Fig. 1: run 1, signal wires by layer
Drawn at 8 px/um.
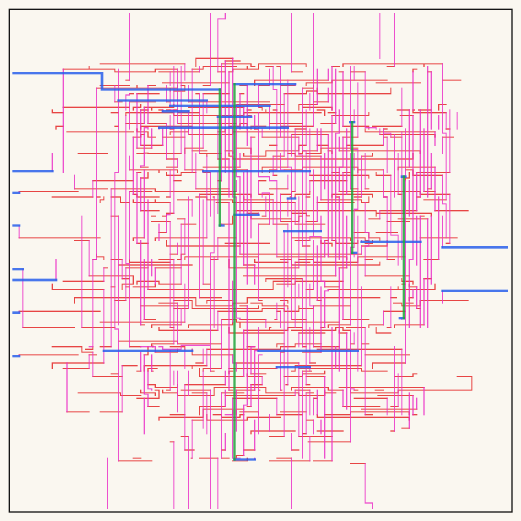
Fig. 2: run 1, register map, names as in the netlist
Drawn at 8 px/um.
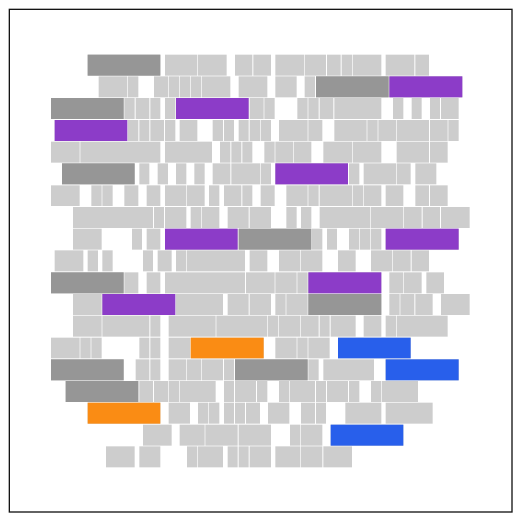
Fig. 3: run 1, clock nets
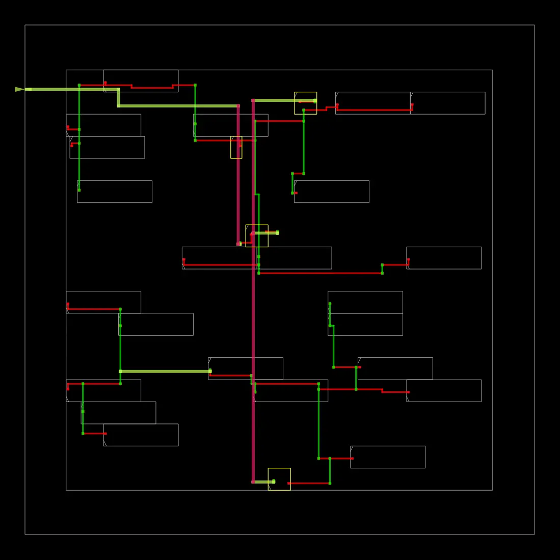
===== src/rtl/write_crc_pkg.sv =====
// Shared constants, FSM states and the CRC-8 (x^8+x^2+x+1) byte-fold helper for the write CRC path.
// The fold consumes data8[7] first, matching the MSB-first shift register.
package write_crc_pkg;

    localparam logic [7:0] CRC_POLY        = 8'h07;
    localparam logic [7:0] CRC_SEED        = 8'h00;
    localparam logic [1:0] BL16            = 2'b00;
    localparam int         BEAT_PAIRS_BL16 = 8;

    typedef enum logic [1:0] {
        IDLE  = 2'd0,
        ACCUM = 2'd1,
        DONE  = 2'd2
    } state_t;

    function automatic logic [7:0] crc8_fold8(input logic [7:0] crc, input logic [7:0] data8);
        logic [7:0] c;
        logic       fb;
        c = crc;
        for (int i = 7; i >= 0; i--) begin
            fb = c[7] ^ data8[i];
            c  = {c[6:0], 1'b0};
            if (fb) c = c ^ CRC_POLY;
        end
        return c;
    endfunction

endpackage


===== src/rtl/write_crc_gen_if.sv =====
// CRC tap between the write manager (master) and the CRC generator (slave).
// Beat-pair data in, registered per-burst CRC code plus valid/error status out.
interface write_crc_gen_if #(parameter int N = 4);

    logic           crc_enable;
    logic [2*N-1:0] crc_data;
    logic [2*N-1:0] crc_code;
    logic           crc_valid;
    logic           crc_err;

    modport master (output crc_enable, crc_data, input  crc_code, crc_valid, crc_err);
    modport slave  (input  crc_enable, crc_data, output crc_code, crc_valid, crc_err);

endinterface


===== src/rtl/write_crc_lane.sv =====
// Single-lane CRC-8 accumulator: start folds into the seed, fold continues, clear returns to seed.
// o_crc_next is combinational (this cycle's fold result) so the top can register the final CRC with no extra cycle.
module write_crc_lane
    import write_crc_pkg::*;
(
    input  logic       i_clk,
    input  logic       i_rst,
    input  logic       i_clr,
    input  logic       i_start,
    input  logic       i_fold,
    input  logic [7:0] i_data8,
    output logic [7:0] o_crc_next
);

    logic [7:0] r_crc;

    assign o_crc_next = crc8_fold8(i_start ? CRC_SEED : r_crc, i_data8);

    always_ff @(posedge i_clk or negedge i_rst) begin
        if (!i_rst) begin
            r_crc <= CRC_SEED;
        end else if (i_clr) begin
            r_crc <= CRC_SEED;
        end else if (i_start || i_fold) begin
            r_crc <= o_crc_next;
        end
    end

endmodule


===== src/rtl/write_crc_gen.sv =====
// DDR5 write-path CRC generator: one CRC-8 per DQ nibble over a BL16 burst; code registered one cycle after the 8th beat pair.
// No backpressure (burst gaps raise o_crc_err). Optional WR_CRC_ERR_INJ_EN adds i_crc_inj to invert bit 0 of every lane CRC.
module write_crc_gen
    import write_crc_pkg::*;
#(
    parameter int N = 4
) (
    input  logic            i_clk,
    input  logic            i_rst,
    input  logic            i_enable,
    input  logic [1:0]      i_burstlength,
`ifdef WR_CRC_ERR_INJ_EN
    input  logic            i_crc_inj,
`endif
    write_crc_gen_if.slave  bus
);

    localparam int         L         = N / 4;
    localparam logic [2:0] LAST_PAIR = 3'(BEAT_PAIRS_BL16 - 1);

    state_t         r_state, w_state_nxt;
    logic [2:0]     r_cnt, w_cnt_nxt;
    logic           r_valid, w_valid_nxt;
    logic           r_err, w_err_nxt;
    logic [2*N-1:0] r_code;
    logic [2*N-1:0] w_final;
    logic           w_clr, w_start, w_fold, w_load, w_code_clr;
    logic           w_bl16;

    assign w_bl16 = (i_burstlength == BL16);

    always_comb begin
        w_state_nxt = r_state;
        w_cnt_nxt   = r_cnt;
        w_valid_nxt = r_valid;
        w_err_nxt   = 1'b0;
        w_clr       = 1'b0;
        w_start     = 1'b0;
        w_fold      = 1'b0;
        w_load      = 1'b0;
        w_code_clr  = 1'b0;
        if (!i_enable) begin
            w_state_nxt = IDLE;
            w_cnt_nxt   = 3'd0;
            w_valid_nxt = 1'b0;
            w_clr       = 1'b1;
            w_code_clr  = 1'b1;
        end else begin
            case (r_state)
                IDLE, DONE: begin
                    if (bus.crc_enable) begin
                        w_valid_nxt = 1'b0;
                        if (w_bl16) begin
                            w_start     = 1'b1;
                            w_cnt_nxt   = 3'd1;
                            w_state_nxt = ACCUM;
                        end else begin
                            w_err_nxt   = 1'b1;
                            w_state_nxt = IDLE;
                        end
                    end
                end
                ACCUM: begin
                    if (bus.crc_enable) begin
                        w_fold = 1'b1;
                        if (r_cnt == LAST_PAIR) begin
                            w_load      = 1'b1;
                            w_valid_nxt = 1'b1;
                            w_cnt_nxt   = 3'd0;
                            w_state_nxt = DONE;
                        end else begin
                            w_cnt_nxt = r_cnt + 3'd1;
                        end
                    end else begin
                        // A gap aborts the burst; the partial CRC is never presented.
                        w_err_nxt   = 1'b1;
                        w_clr       = 1'b1;
                        w_cnt_nxt   = 3'd0;
                        w_state_nxt = IDLE;
                    end
                end
                default: begin
                    w_state_nxt = IDLE;
                    w_cnt_nxt   = 3'd0;
                    w_valid_nxt = 1'b0;
                    w_clr       = 1'b1;
                end
            endcase
        end
    end

    always_ff @(posedge i_clk or negedge i_rst) begin
        if (!i_rst) begin
            r_state <= IDLE;
            r_cnt   <= 3'd0;
            r_valid <= 1'b0;
            r_err   <= 1'b0;
            r_code  <= '0;
        end else begin
            r_state <= w_state_nxt;
            r_cnt   <= w_cnt_nxt;
            r_valid <= w_valid_nxt;
            r_err   <= w_err_nxt;
            if (w_code_clr) begin
                r_code <= '0;
            end else if (w_load) begin
                r_code <= w_final;
            end
        end
    end

`ifdef WR_CRC_ERR_INJ_EN
    logic r_inj;

    always_ff @(posedge i_clk or negedge i_rst) begin
        if (!i_rst) begin
            r_inj <= 1'b0;
        end else if (!i_enable) begin
            r_inj <= 1'b0;
        end else if (w_start) begin
            r_inj <= i_crc_inj;
        end
    end
`endif

    for (genvar k = 0; k < L; k++) begin : g_lane
        logic [7:0] w_d8;
        logic [7:0] w_next;
        logic [7:0] w_fin;

        // Even beat first, DQ4k first within a beat; the fold consumes bit 7 first.
        assign w_d8 = {bus.crc_data[4*k],   bus.crc_data[4*k+1],
                       bus.crc_data[4*k+2], bus.crc_data[4*k+3],
                       bus.crc_data[N+4*k],   bus.crc_data[N+4*k+1],
                       bus.crc_data[N+4*k+2], bus.crc_data[N+4*k+3]};

        write_crc_lane u_lane (
            .i_clk      (i_clk),
            .i_rst      (i_rst),
            .i_clr      (w_clr),
            .i_start    (w_start),
            .i_fold     (w_fold),
            .i_data8    (w_d8),
            .o_crc_next (w_next)
        );

`ifdef WR_CRC_ERR_INJ_EN
        assign w_fin = w_next ^ {7'd0, r_inj};
`else
        assign w_fin = w_next;
`endif

        assign w_final[4*k +: 4]   = w_fin[3:0];
        assign w_final[N+4*k +: 4] = w_fin[7:4];
    end

    assign bus.crc_code  = r_code;
    assign bus.crc_valid = r_valid;
    assign bus.crc_err   = r_err;

endmodule


===== src/flat_wrapper.sv =====
// flat-port wrapper written by rule: the top's interface ports become plain ports
module write_crc_gen_flat import write_crc_pkg::*;
#(
    parameter int N = 4
)
  (i_clk, i_rst, i_enable, i_burstlength, bus_crc_enable, bus_crc_data, bus_crc_code, bus_crc_valid, bus_crc_err);
  write_crc_gen_if #(.N(N)) bus_i ();
  input  logic i_clk;
  input  logic i_rst;
  input  logic i_enable;
  input  logic [1:0] i_burstlength;
  input wire logic [$bits(bus_i.crc_enable)-1:0] bus_crc_enable;
  input wire logic [$bits(bus_i.crc_data)-1:0] bus_crc_data;
  output wire logic [$bits(bus_i.crc_code)-1:0] bus_crc_code;
  output wire logic [$bits(bus_i.crc_valid)-1:0] bus_crc_valid;
  output wire logic [$bits(bus_i.crc_err)-1:0] bus_crc_err;
  assign bus_i.crc_enable = bus_crc_enable;
  assign bus_i.crc_data = bus_crc_data;
  assign bus_crc_code = bus_i.crc_code;
  assign bus_crc_valid = bus_i.crc_valid;
  assign bus_crc_err = bus_i.crc_err;
  write_crc_gen #(.N(N)) u_core (.i_clk(i_clk), .i_rst(i_rst), .i_enable(i_enable), .i_burstlength(i_burstlength), .bus(bus_i));
endmodule

===== config.mk =====
export PLATFORM = sky130hd
export DESIGN_NAME = write_crc_gen_flat
export DESIGN_NICKNAME = d
export VERILOG_FILES = /design/src/rtl/write_crc_pkg.sv /design/src/rtl/write_crc_gen_if.sv /design/src/rtl/write_crc_lane.sv /design/src/rtl/write_crc_gen.sv /design/src/flat_wrapper.sv
export SDC_FILE = /design/constraint.sdc
export NUM_CORES = 1
export LEC_CHECK = 0
export ABC_AREA = 1
export CAP_MARGIN = 20
export CORE_MARGIN = 5
export CORE_UTILIZATION = 52
export DETAILED_ROUTE_END_ITERATION = 6
export PLACE_DENSITY = 0.78
export SLEW_MARGIN = 20
export SYNTH_ARGS = -nofsm -noshare
export SYNTH_HDL_FRONTEND = slang
export SYNTH_SLANG_ARGS = --single-unit

===== constraint.sdc =====
create_clock -name i_clk -period 1.72 [get_ports i_clk]
set_input_delay 0.344 -clock i_clk [delete_from_list [all_inputs] [get_ports i_clk]]
set_output_delay 0.344 -clock i_clk [all_outputs]
set_load 0.01 [all_outputs]

==> Changelog: implementation, run 1 <==
### Implementation results

- Area-dominant class: combinational gates
- Synthesized area divided by synthesized cell count: 7.430 um2
- Number of hold violations in the final report: 0
- Deepest clock path buffer count: 2
- Flop share of the area: 0.2688
- Worst setup margin: -9.038 ps
- Reg power frac: 0.430
- DRC Markers: 0
- Internal power: 0.8570 mW
- CTS tree: done
- Placed wire-length estimate after detailed placement: around 2600 um
- Clock distribution area overhead in the final layout: 0.01227
- Core Footprint: roughly 0.0027 mm2
- Result of the run: finished with violations
- Largest net degree at the start of global routing: 24
- Top routing layer in use: met4
- Comb area: 0.001023 mm2
- Global-route wire length before repair: 6837 um
- Most common library cells after synthesis: nand2_1, dfrtp_1, nand3_1
- Die Span X: 62.65 um
- Final count of negative-setup-slack endpoints: 2
- Clock Skew: 13.91 ps
- Setup_tns: -14.01 ps
- Number of nets still failing antenna checks after routing: 0
- Fraction of layout instances using a drive strength above 1: 0.3551
- Headroom to the max-slew limit: 0.7075
- Mean number of vias per cell: 5.366
- Violations in the final reports: negative setup slack
-- Fig. 1 (at the start) --
legend:
  met2:
    colour: magenta
    wire_length: 2,140 um
  met3:
    colour: blue
    wire_length: 173 um
  met1:
    colour: red
    wire_length: 1,760 um
  met4:
    colour: green
    wire_length: 97.9 um
overall fraction of global-route tracks in use: 0.2172
aggregate routed wire length: 4175 um

-- Fig. 2 (at the start) --
legend:
  `u_core.r_cnt`:
    colour: blue
    flops: 3
  `u_core.r_state`:
    colour: orange
    flops: 2
  `u_core.g_lane.u_lane.r_crc`:
    colour: purple
    flops: 8

-- Fig. 3 (at the start) --
number of CTS-inserted buffers: 3
later-pin clock latency in the skew report: 340 ps
number of sinks driven by the clock tree: 23
num sequential: 23
number of clock buffers in the layout: 4

-- run 1: power by group through the flow --
stage               Sequential [mW]  Combinational (mW)  Clock [mW]
floorplan                     0.586               0.232           0
global placement              0.588               0.352           0
detailed placement            0.589               0.366           0
CTS                           0.580               0.403       0.281
global route                  0.587               0.539       0.302
finish                        0.583               0.492       0.281
-- run 1: cell usage in the layout, fill, tap and decap left out, drive strengths merged --
cell type	instances
a21oi	6
a22o	1
buf	24
clkbuf	4
clkdlybuf4s50	19
clkinv	1
dfrtp	23
dlygate4sd2	3
dlymetal6s2s	1
ha	2
inv	16
nand2	93
nand3	26
nand3b	1
nor2	12
o21ai	3
o31ai	1
o41ai	1
xnor2	5
xor2	3
## Run 2: what changed since run 1
CTS_CLUSTER_DIAMETER = 80   (was not set)
CTS_CLUSTER_SIZE = 14   (was not set)
Fig. 4: run 2, supply network
Drawn at 6 px/um. Pins as bars on the die edge. Tap cells in grey.
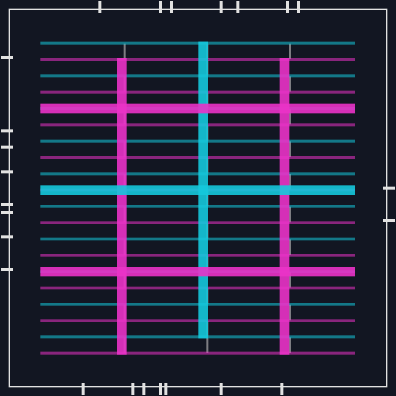
legend:
  VDD:
    colour: cyan
  VSS:
    colour: magenta
met5 straps: 3
rows: 19
tap cells: 31
signal pins: 24
met4 straps: 3
Die Span X: 62.65 um
Core Footprint: 0.002710 mm2
Worst VDD drop: 0.6129 mV
Die H: 62.65 um

==> Changelog: implementation, run 2 <==
### Implementation results

- Synthesized area divided by synthesized cell count: 7.430 um2 (unchanged)
- Top cells excl fill/tap: nand2_1, nand2_2, buf_4, dfrtp_1, clkdlybuf4s50_1
- Deepest clock path buffer count: 2 (unchanged)
- Result of the run: finished with violations
- Clock Skew: 13.91 ps (unchanged)
- Global-route wire length before repair: 6837 um (unchanged)
- Number of nets still failing antenna checks after routing: 0 (unchanged)
- Headroom to the max-slew limit: 0.7075 (unchanged)
- Num sequential: 23 (unchanged)
- Reg power frac: 0.430 (about the same)
- Number of hold violations in the final report: 0 (unchanged)
- Comb area: 0.001023 mm2 (unchanged)
- Placed wire-length estimate after detailed placement: 2617 um (unchanged)
- Commonest non-fill, non-tap cell in the layout: nand2_1
- Worst setup margin: -9.038 ps (unchanged)
- Violations in the final reports: negative setup slack
- Internal power: 0.8570 mW (unchanged)
- Final count of negative-setup-slack endpoints: 2 (unchanged)
- Later-pin clock latency in the skew report: 340 ps (about the same)
- Setup_tns: -14.01 ps (unchanged)
- Clock distribution area overhead in the final layout: 0.01227 (unchanged)
Fig. 5: run 2, register map, names as in the netlist
Drawn at 8 px/um.
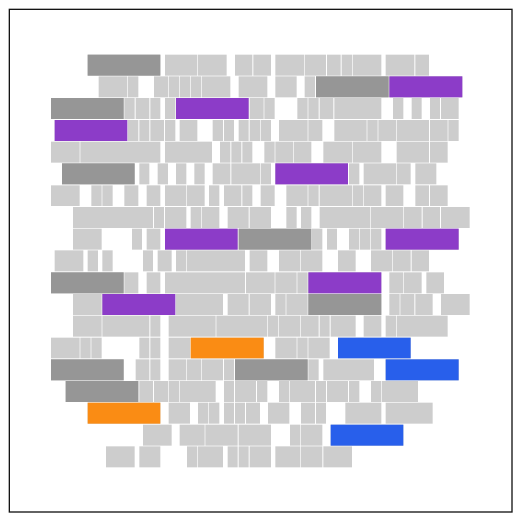
legend:
  `u_core.r_cnt`:
    colour: blue
    flops: 3
  `u_core.g_lane.u_lane.r_crc`:
    colour: purple
    flops: 8
  `u_core.r_state`:
    colour: orange
    flops: 2
area taken by flip-flops and latches: 575.6 um2
flop share of the area: 0.2688
Layout Utilization: 0.7899
sequential power: 0.583 mW

run 2: cell counts after synthesis:
Identical to the previous run, type by type.
run 2: cells by family after synthesis:
kind of cell / count (synthesis)
XOR/XNOR: 8
buffers and inverters: 19
flip-flops: 23
AND-OR/OR-AND: 12
AND/OR/NAND/NOR: 130
adder cells (fa/ha/maj): 2
run 2: power by group through the flow:
stage | Combinational, mW | Clock [mW] | Sequential [mW]
floorplan | 0.232 | 0 | 0.586
global placement | 0.352 | 0 | 0.588
detailed placement | 0.366 | 0 | 0.589
CTS | 0.403 | 0.281 | 0.580
global route | 0.539 | 0.302 | 0.587
finish | 0.492 | 0.281 | 0.583
run 2: timing repair:
action	4_1_cts	5_1_grt
buffers inserted	3	1
endpoints found under the hold margin	0	0
pin swaps	11	22
resized	20	36
cloned	2	0
setup endpoints to repair	16	17
Power and IR drop assume default switching activity.
